Figure 1. Nets reached from selected ports (run 1).
(8 px per um)
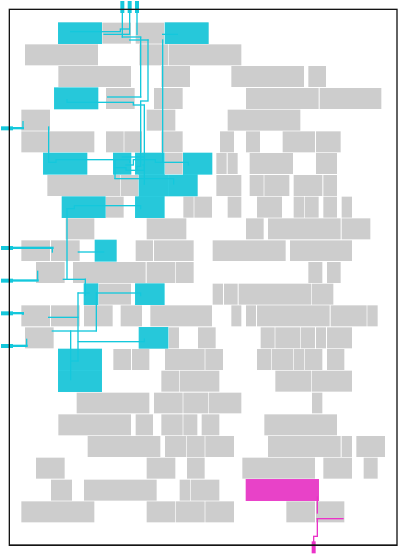
Figure 2. Clock nets (run 1).
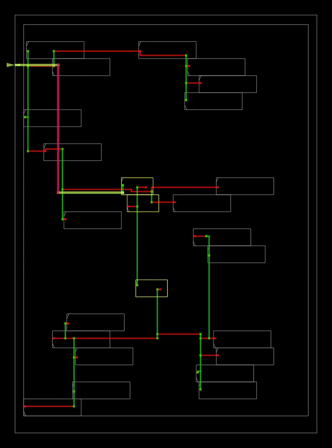
Figure 3. Placement by cell class (run 1).
(4 px per um)
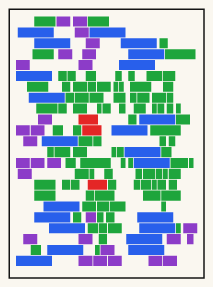
===== config.mk =====
export PLATFORM = sky130hd
export DESIGN_NAME = err_inject_sched_flat
export DESIGN_NICKNAME = d
export VERILOG_FILES = /design/src/rtl/err_inject_pkg.sv /design/src/rtl/err_inject_sched_if.sv /design/src/rtl/err_sched_cnt.sv /design/src/rtl/err_inject_sched.sv /design/src/flat_wrapper.sv
export SDC_FILE = /design/constraint.sdc
export NUM_CORES = 1
export LEC_CHECK = 0
export CAP_MARGIN = 10
export CORE_ASPECT_RATIO = 1.4
export CORE_UTILIZATION = 45
export CTS_BUF_LIST = sky130_fd_sc_hd__clkbuf_4 sky130_fd_sc_hd__clkbuf_8
export DETAILED_ROUTE_END_ITERATION = 10
export GPL_ROUTABILITY_DRIVEN = 0
export PLACE_DENSITY_LB_ADDON = 0.1
export SLEW_MARGIN = 40
export SYNTH_ARGS = -nofsm -noshare
export SYNTH_HDL_FRONTEND = slang
export SYNTH_HIERARCHICAL = 1
export SYNTH_SLANG_ARGS = --single-unit

===== constraint.sdc =====
create_clock -name clk -period 4.2 [get_ports clk]
set_clock_uncertainty 0.2 [all_clocks]
set_input_delay 0.42 -clock clk [delete_from_list [all_inputs] [get_ports clk]]
set_output_delay 0.42 -clock clk [all_outputs]
set_load 0.005 [all_outputs]

===== src/rtl/err_inject_pkg.sv =====
// err_inject_pkg: scheduler state encoding and default widths shared by the err_inject_sched slice.
package err_inject_pkg;
  typedef enum logic [1:0] {IDLE, WAIT, INJECT} state_e;
  localparam int INW_DEF = 1;
  localparam int LCL_DEF = 1;
  localparam int DW_DEF  = 8;
  localparam int LW_DEF  = 8;
endpackage


===== src/rtl/err_inject_sched_if.sv =====
// err_inject_sched_if: command handshake and splitter-facing outputs of the injection scheduler.
// ERR_INJECT_SCHED_PERIODIC_EN adds the cmd_periodic command bit.
interface err_inject_sched_if
  import err_inject_pkg::*;
#(
  parameter int INW = INW_DEF,
  parameter int DW  = DW_DEF,
  parameter int LW  = LW_DEF
);
  logic           cmd_valid;
  logic           cmd_ready;
  logic [INW-1:0] cmd_target;
  logic [DW-1:0]  cmd_delay;
  logic [LW-1:0]  cmd_len;
`ifdef ERR_INJECT_SCHED_PERIODIC_EN
  logic           cmd_periodic;
`endif
  logic           abort;
  logic           err_en;
  logic [INW-1:0] err_ctrl;
  logic           busy;
  logic           done;
  logic           bad_tgt;
  modport master (
    output cmd_valid, cmd_target, cmd_delay, cmd_len, abort,
`ifdef ERR_INJECT_SCHED_PERIODIC_EN
    output cmd_periodic,
`endif
    input  cmd_ready, err_en, err_ctrl, busy, done, bad_tgt
  );
  modport slave (
    input  cmd_valid, cmd_target, cmd_delay, cmd_len, abort,
`ifdef ERR_INJECT_SCHED_PERIODIC_EN
    input  cmd_periodic,
`endif
    output cmd_ready, err_en, err_ctrl, busy, done, bad_tgt
  );
endinterface


===== src/rtl/err_sched_cnt.sv =====
// err_sched_cnt: loadable down-counter that saturates at 1, shared by the delay and length phases.
module err_sched_cnt #(
  parameter int W = 8
) (
  input  logic         clk,
  input  logic         rst_n,
  input  logic         load_i,
  input  logic         dec_i,
  input  logic [W-1:0] val_i,
  output logic         is_one_o
);
  logic [W-1:0] cnt_q;
  always_ff @(posedge clk or negedge rst_n)
    if (!rst_n) cnt_q <= '0;
    else if (load_i) cnt_q <= val_i;
    else if (dec_i && cnt_q > W'(1)) cnt_q <= cnt_q - W'(1);
  assign is_one_o = cnt_q == W'(1);
endmodule


===== src/rtl/err_inject_sched.sv =====
// err_inject_sched: schedules a delayed err_en burst on a chosen error site for the local splitter.
// ERR_INJECT_SCHED_PERIODIC_EN enables repeating bursts until abort.
module err_inject_sched
  import err_inject_pkg::*;
#(
  parameter int INW = INW_DEF,
  parameter int LCL = LCL_DEF,
  parameter int DW  = DW_DEF,
  parameter int LW  = LW_DEF
) (
  input logic clk,
  input logic rst_n,
  err_inject_sched_if.slave bus
);
  localparam int CW = DW > LW ? DW : LW;
  state_e         state_q, state_d;
  logic [INW-1:0] ctrl_q, ctrl_d;
  logic [LW-1:0]  len_q, len_d, len_in;
  logic           en_q, done_q, done_d, bad_q, bad_d;
  logic           acc, legal, one, ld;
  logic [CW-1:0]  ld_val;
`ifdef ERR_INJECT_SCHED_PERIODIC_EN
  logic           per_q, per_d;
  logic [DW-1:0]  dly_q, dly_d;
`endif
  assign bus.cmd_ready = state_q == IDLE && !bus.abort;
  assign acc           = bus.cmd_valid && bus.cmd_ready;
  assign legal         = 32'(bus.cmd_target) < 32'(LCL);
  assign len_in        = bus.cmd_len == '0 ? LW'(1) : bus.cmd_len;
  assign bus.err_en    = en_q;
  assign bus.err_ctrl  = ctrl_q;
  assign bus.busy      = state_q != IDLE;
  assign bus.done      = done_q;
  assign bus.bad_tgt   = bad_q;
  err_sched_cnt #(.W(CW)) u_cnt (
    .clk      (clk),
    .rst_n    (rst_n),
    .load_i   (ld),
    .dec_i    (state_q != IDLE),
    .val_i    (ld_val),
    .is_one_o (one)
  );
  always_comb begin
    state_d = state_q;
    ctrl_d  = ctrl_q;
    len_d   = len_q;
    done_d  = 1'b0;
    bad_d   = 1'b0;
    ld      = 1'b0;
    ld_val  = '0;
`ifdef ERR_INJECT_SCHED_PERIODIC_EN
    per_d   = per_q;
    dly_d   = dly_q;
`endif
    if (state_q == IDLE) begin
      if (acc && !legal) bad_d = 1'b1;
      else if (acc) begin
        ctrl_d  = bus.cmd_target;
        len_d   = len_in;
        ld      = 1'b1;
        state_d = bus.cmd_delay == '0 ? INJECT : WAIT;
        ld_val  = bus.cmd_delay == '0 ? CW'(len_in) : CW'(bus.cmd_delay);
`ifdef ERR_INJECT_SCHED_PERIODIC_EN
        per_d   = bus.cmd_periodic;
        dly_d   = bus.cmd_delay;
`endif
      end
    end else if (bus.abort) state_d = IDLE;
    else if (one && state_q == WAIT) begin
      ld      = 1'b1;
      ld_val  = CW'(len_q);
      state_d = INJECT;
    end else if (one) begin
      done_d  = 1'b1;
`ifdef ERR_INJECT_SCHED_PERIODIC_EN
      ld      = per_q;
      ld_val  = dly_q == '0 ? CW'(len_q) : CW'(dly_q);
      state_d = !per_q ? IDLE : (dly_q == '0 ? INJECT : WAIT);
`else
      state_d = IDLE;
`endif
    end
  end
  // err_en is a flop tracking the state so the splitter sees a glitch-free enable
  always_ff @(posedge clk or negedge rst_n)
    if (!rst_n) begin
      state_q <= IDLE;
      ctrl_q  <= '0;
      len_q   <= '0;
      en_q    <= 1'b0;
      done_q  <= 1'b0;
      bad_q   <= 1'b0;
`ifdef ERR_INJECT_SCHED_PERIODIC_EN
      per_q   <= 1'b0;
      dly_q   <= '0;
`endif
    end else begin
      state_q <= state_d;
      ctrl_q  <= ctrl_d;
      len_q   <= len_d;
      en_q    <= state_d == INJECT;
      done_q  <= done_d;
      bad_q   <= bad_d;
`ifdef ERR_INJECT_SCHED_PERIODIC_EN
      per_q   <= per_d;
      dly_q   <= dly_d;
`endif
    end
endmodule


===== src/flat_wrapper.sv =====
// flat-port wrapper written by rule: the top's interface ports become plain ports
module err_inject_sched_flat import err_inject_pkg::*;
#(
  parameter int INW = INW_DEF,
  parameter int LCL = LCL_DEF,
  parameter int DW  = DW_DEF,
  parameter int LW  = LW_DEF
)
  (clk, rst_n, bus_cmd_valid, bus_cmd_target, bus_cmd_delay, bus_cmd_len, bus_abort, bus_cmd_ready, bus_err_en, bus_err_ctrl, bus_busy, bus_done, bus_bad_tgt);
  err_inject_sched_if #(.INW(INW), .DW(DW), .LW(LW)) bus_i ();
  input logic clk;
  input logic rst_n;
  input wire logic [$bits(bus_i.cmd_valid)-1:0] bus_cmd_valid;
  input wire logic [$bits(bus_i.cmd_target)-1:0] bus_cmd_target;
  input wire logic [$bits(bus_i.cmd_delay)-1:0] bus_cmd_delay;
  input wire logic [$bits(bus_i.cmd_len)-1:0] bus_cmd_len;
  input wire logic [$bits(bus_i.abort)-1:0] bus_abort;
  output wire logic [$bits(bus_i.cmd_ready)-1:0] bus_cmd_ready;
  output wire logic [$bits(bus_i.err_en)-1:0] bus_err_en;
  output wire logic [$bits(bus_i.err_ctrl)-1:0] bus_err_ctrl;
  output wire logic [$bits(bus_i.busy)-1:0] bus_busy;
  output wire logic [$bits(bus_i.done)-1:0] bus_done;
  output wire logic [$bits(bus_i.bad_tgt)-1:0] bus_bad_tgt;
  assign bus_i.cmd_valid = bus_cmd_valid;
  assign bus_i.cmd_target = bus_cmd_target;
  assign bus_i.cmd_delay = bus_cmd_delay;
  assign bus_i.cmd_len = bus_cmd_len;
  assign bus_i.abort = bus_abort;
  assign bus_cmd_ready = bus_i.cmd_ready;
  assign bus_err_en = bus_i.err_en;
  assign bus_err_ctrl = bus_i.err_ctrl;
  assign bus_busy = bus_i.busy;
  assign bus_done = bus_i.done;
  assign bus_bad_tgt = bus_i.bad_tgt;
  err_inject_sched #(.INW(INW), .LCL(LCL), .DW(DW), .LW(LW)) u_core (.clk(clk), .rst_n(rst_n), .bus(bus_i));
endmodule

==> flow_metrics.tcl, run 1 <==
# metrics dict for downstream scripts
set metrics [dict create \
    status "finished clean" \
    top_layer_used "met4" \
    grt_first_pass_wirelength_um 4420 \
    cp-endpoint "u_core/u_cnt/cnt_q[5]$_DFFE_PN0P_" \
    edf_count 0 \
    grt_use_met3 0.0271 \
    logic_gate_count 93 \
    postSynthCellCount 122 \
    finalSetupViolations 0 \
    critPathKind "reg2reg" \
    place_area_um2 1640 \
    regArea_um2 551 \
    synth_xor_xnor_area_share 0.0195 \
    path_cells "nor4_4 -> and3_1 -> nor4bb_1 -> buf_4 -> or2_2 -> nand2b_1 -> a21oi_1 -> a211o_1" \
    yosys_area_um2 1350 \
    numSynthFlops 22 \
    synth.most_common_cell "dfrtp_1" \
    vias 1041 \
    clockBufferDepth 2 \
    comb_area_frac 0.453 \
    ff2ff_setup_slack_ps 1330 \
    antenna_left 0 \
    slowest_stage "nor4_4" \
    nonClkBufAreaFrac 0.161 \
    num-nonclk-buffers 28 \
    clockPowerShare 0.162 \
    floorplan.nets 145 \
    start_kind "flop" \
    hpwlAfterDp_um 2130 \
    final_cells 187 \
    port_buffers 26 \
    postCtsSetupBuffers 0 \
    relSlewSlack 0.637 \
    synthTopCellsByArea "dfrtp_1 41%, mux2_4 7.8%, a221o_1 5.9%" \
    layout_top_cells "25 x clkdlybuf4s50_1, 22 x dfrtp_1, 8 x and2_1, 8 x a221o_1" \
    internal_power_uw 492 \
    synth_cell_type_count 46 \
    antenna_found_initial 0 \
    critPathMaxStageDelay_ps 500 \
    drc 0 \
    synth.cellmix.simpleShare 0.266 \
    crit_fanout 17 \
    grtUsageTotal 0.191 \
    seq_area_frac 0.325 \
    postSynthSeqShare 0.408 \
    taps 37 \
    nets 175 \
    critPathLaunch "u_core/u_cnt/cnt_q[5]$_DFFE_PN0P_" \
    finalCritPeriodShare 0.684 \
    die_w_um 48.3 \
    clock.fmax_mhz 348 \
    top_area_cell "dfrtp_1" \
    r2r-start "u_core/u_cnt/cnt_q[5]$_DFFE_PN0P_" \
    ys_sh_mux 0.0936 \
    drive_gt1_frac 0.187 \
    whs_path_depth 1 \
    flop_cell "dfrtp_1" \
    wl_met1_um 1210 \
    n_antenna_cell 0 \
    cp-end-kind "flop" \
    fin_tns_setup_ps 0 \
    numCtsBuffers 3 \
    hold_buffers 1 \
    die_h_um 66.8 \
    yosys_warnings 6 \
    num_io_pins 27 \
    totalWireLength_um 2700 \
    cts.htree.levels 1 \
]
-- Figure 1 (at the start) --
Magenta marks `bus_bad_tgt`, bits 1, direction output, end cells 1, buffers 1, wire 8.60 um. Cyan marks `bus_cmd_len`, bits 8, direction input, end cells 17, buffers 8, wire 221 um.

-- Figure 2 (at the start) --
clk_buf instances: 3
Clk. pwr: 124 uW

-- Figure 3 (at the start) --
Red marks clock drivers, cells 3. Green marks combinational and other logic, cells 97. Purple marks other buffers and delay cells, cells 28. Blue marks flops, cells 22.

## Run 2: what changed since run 1
- clock period: 4.2 -> 3 ns (I/O delays scaled with it)
==> run 2 against run 1 <==
Against the previous run:
- final cell count is 1.6% higher
- critical path depth fell by 1
- total power grew 46%
- synthesized area unchanged
- global-route usage is 1.8 points higher
- non-clock buffer count increased by 2
- flip-flop count unchanged
- register-to-register slack worse by 910 ps
- sequential share of layout area decreased by 0.59 points
- maximum frequency rose by 11%
- first-iteration DRC count shrank 15%
- critical endpoint unchanged
- highest routed layer unchanged
==> flow_metrics.tcl, run 2 <==
# metrics dict for downstream scripts
set metrics [dict create \
    status "finished clean" \
    postSynthSeqShare 0.408 \
    num-fill-cells 257 \
    clockBufferDepth 2 \
    floorplan.nets 145 \
    critPathLaunch "u_core/u_cnt/cnt_q[5]$_DFFE_PN0P_" \
    worst_slack_ps 413 \
    vias 1040 \
    grt-ovfl-total 0 \
    start_kind "flop" \
    antenna_found_initial 0 \
    synth_xor_xnor_area_share 0.0195 \
    port_buffers 26 \
    path_cells "nor4_4 -> and3_1 -> nor4bb_1 -> or2_2 -> nand2b_1 -> a21oi_1 -> a211o_1" \
    num_io_pins 27 \
    top_area_cell "dfrtp_1" \
    wl_met1_um 1240 \
    path_depth 7 \
    grtUsageTotal 0.209 \
    clock_buffers 4 \
    antenna_left 0 \
    ir_drop_uv 404 \
    nets 177 \
    power_frac_comb 0.394 \
    ys_sh_mux 0.0936 \
    fin_tns_setup_ps 0 \
    critPathMaxStageDelay_ps 450 \
    yosys_area_um2 1350 \
    clock.fmax_mhz 387 \
    r2r-start "u_core/u_cnt/cnt_q[5]$_DFFE_PN0P_" \
    hpwlAfterDp_um 2300 \
    cp-end-kind "flop" \
    yosys_warnings 6 \
    internal_power_uw 730 \
    grt_use_met3 0.0190 \
    seq_area_frac 0.320 \
    drc 0 \
    powerClk_uw 209 \
    relSlewSlack 0.620 \
    drive_gt1_frac 0.203 \
    die_h_um 66.8 \
    grt_pass1_vias 1059 \
    hold_buffers 0 \
    finalSetupViolations 0 \
    synth_cell_type_count 46 \
    ff2ff_setup_slack_ps 410 \
    numCtsBuffers 3 \
    whs_ps 190 \
    required_ps 2950 \
    flop_cell "dfrtp_1" \
    worstMarginPinSlew_ps 569 \
    critPathKind "reg2reg" \
    compound_area_frac 0.170 \
    postSynthCellCount 122 \
    finalCritPeriodShare 0.862 \
    clockPowerShare 0.187 \
    wire_per_inst_um 15.7 \
    timing.rr.end "u_core/u_cnt/cnt_q[5]$_DFFE_PN0P_" \
    totalWireLength_um 2980 \
    num-nonclk-buffers 30 \
    comb_area_frac 0.444 \
    synth.cellmix.simpleShare 0.266 \
    nonClkBufAreaFrac 0.168 \
    place_area_um2 1670 \
    synth.most_common_cell "dfrtp_1" \
    edf_count 0 \
    taps 37 \
    synthArstFlopShare 1.00 \
    final_cells 190 \
    regArea_um2 551 \
    grt_first_pass_wirelength_um 4800 \
    synthTopCellsByArea "dfrtp_1 41%, mux2_4 7.8%, a221o_1 5.9%" \
    cts.htree.levels 1 \
    hold_viol 0 \
    logic_gate_count 93 \
    die_w_um 48.3 \
    top_layer_used "met4" \
    cp-endpoint "u_core/u_cnt/cnt_q[5]$_DFFE_PN0P_" \
    layout_top_cells "26 x clkdlybuf4s50_1, 22 x dfrtp_1, 8 x and2_1, 8 x a221o_1" \
    pg_comb_uw 439 \
    clock-sinks 22 \
    path_clk_slew_ps 80 \
    n_antenna_cell 0 \
    crit_fanout 17 \
    drt-initial-drc-count 29 \
    postCtsSetupBuffers 0 \
    numSynthFlops 22 \
    cts_resized 0 \
    slowest_stage "dfrtp_1" \
    logic_family "simple AND/OR/NAND/NOR gates" \
]
Figure 4. Routed clock nets over the placement (run 2).
(8 px per um)
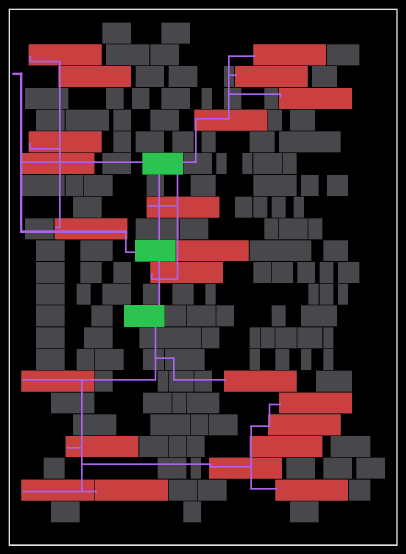
Green marks clock drivers, count 3. Purple marks clock wires, length 266 um. Red marks flip-flops, count 22.
There are 4 routed clock nets.

Figure 5. M3 wires (run 2).
(6 px per um)
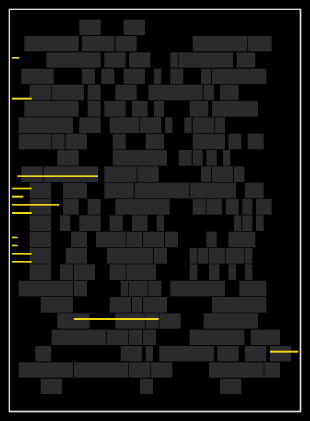
The longest straight run is 13.8 um. The wires run mostly horizontal. The layer carries 57.8 um of wire. The layer holds 1.9% of the routed length. 12 nets have wire on it.

Figure 6. Nets reached from selected ports (run 2).
(8 px per um)
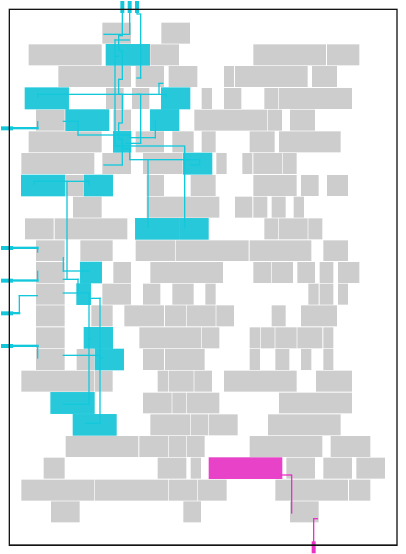
Cyan marks `bus_cmd_len`, bits 8, direction input, end cells 17, buffers 8, wire 232 um. Magenta marks `bus_bad_tgt`, bits 1, direction output, end cells 1, buffers 1, wire 9.50 um.

No activity file was given, so power comes from the tool's default toggle rates.
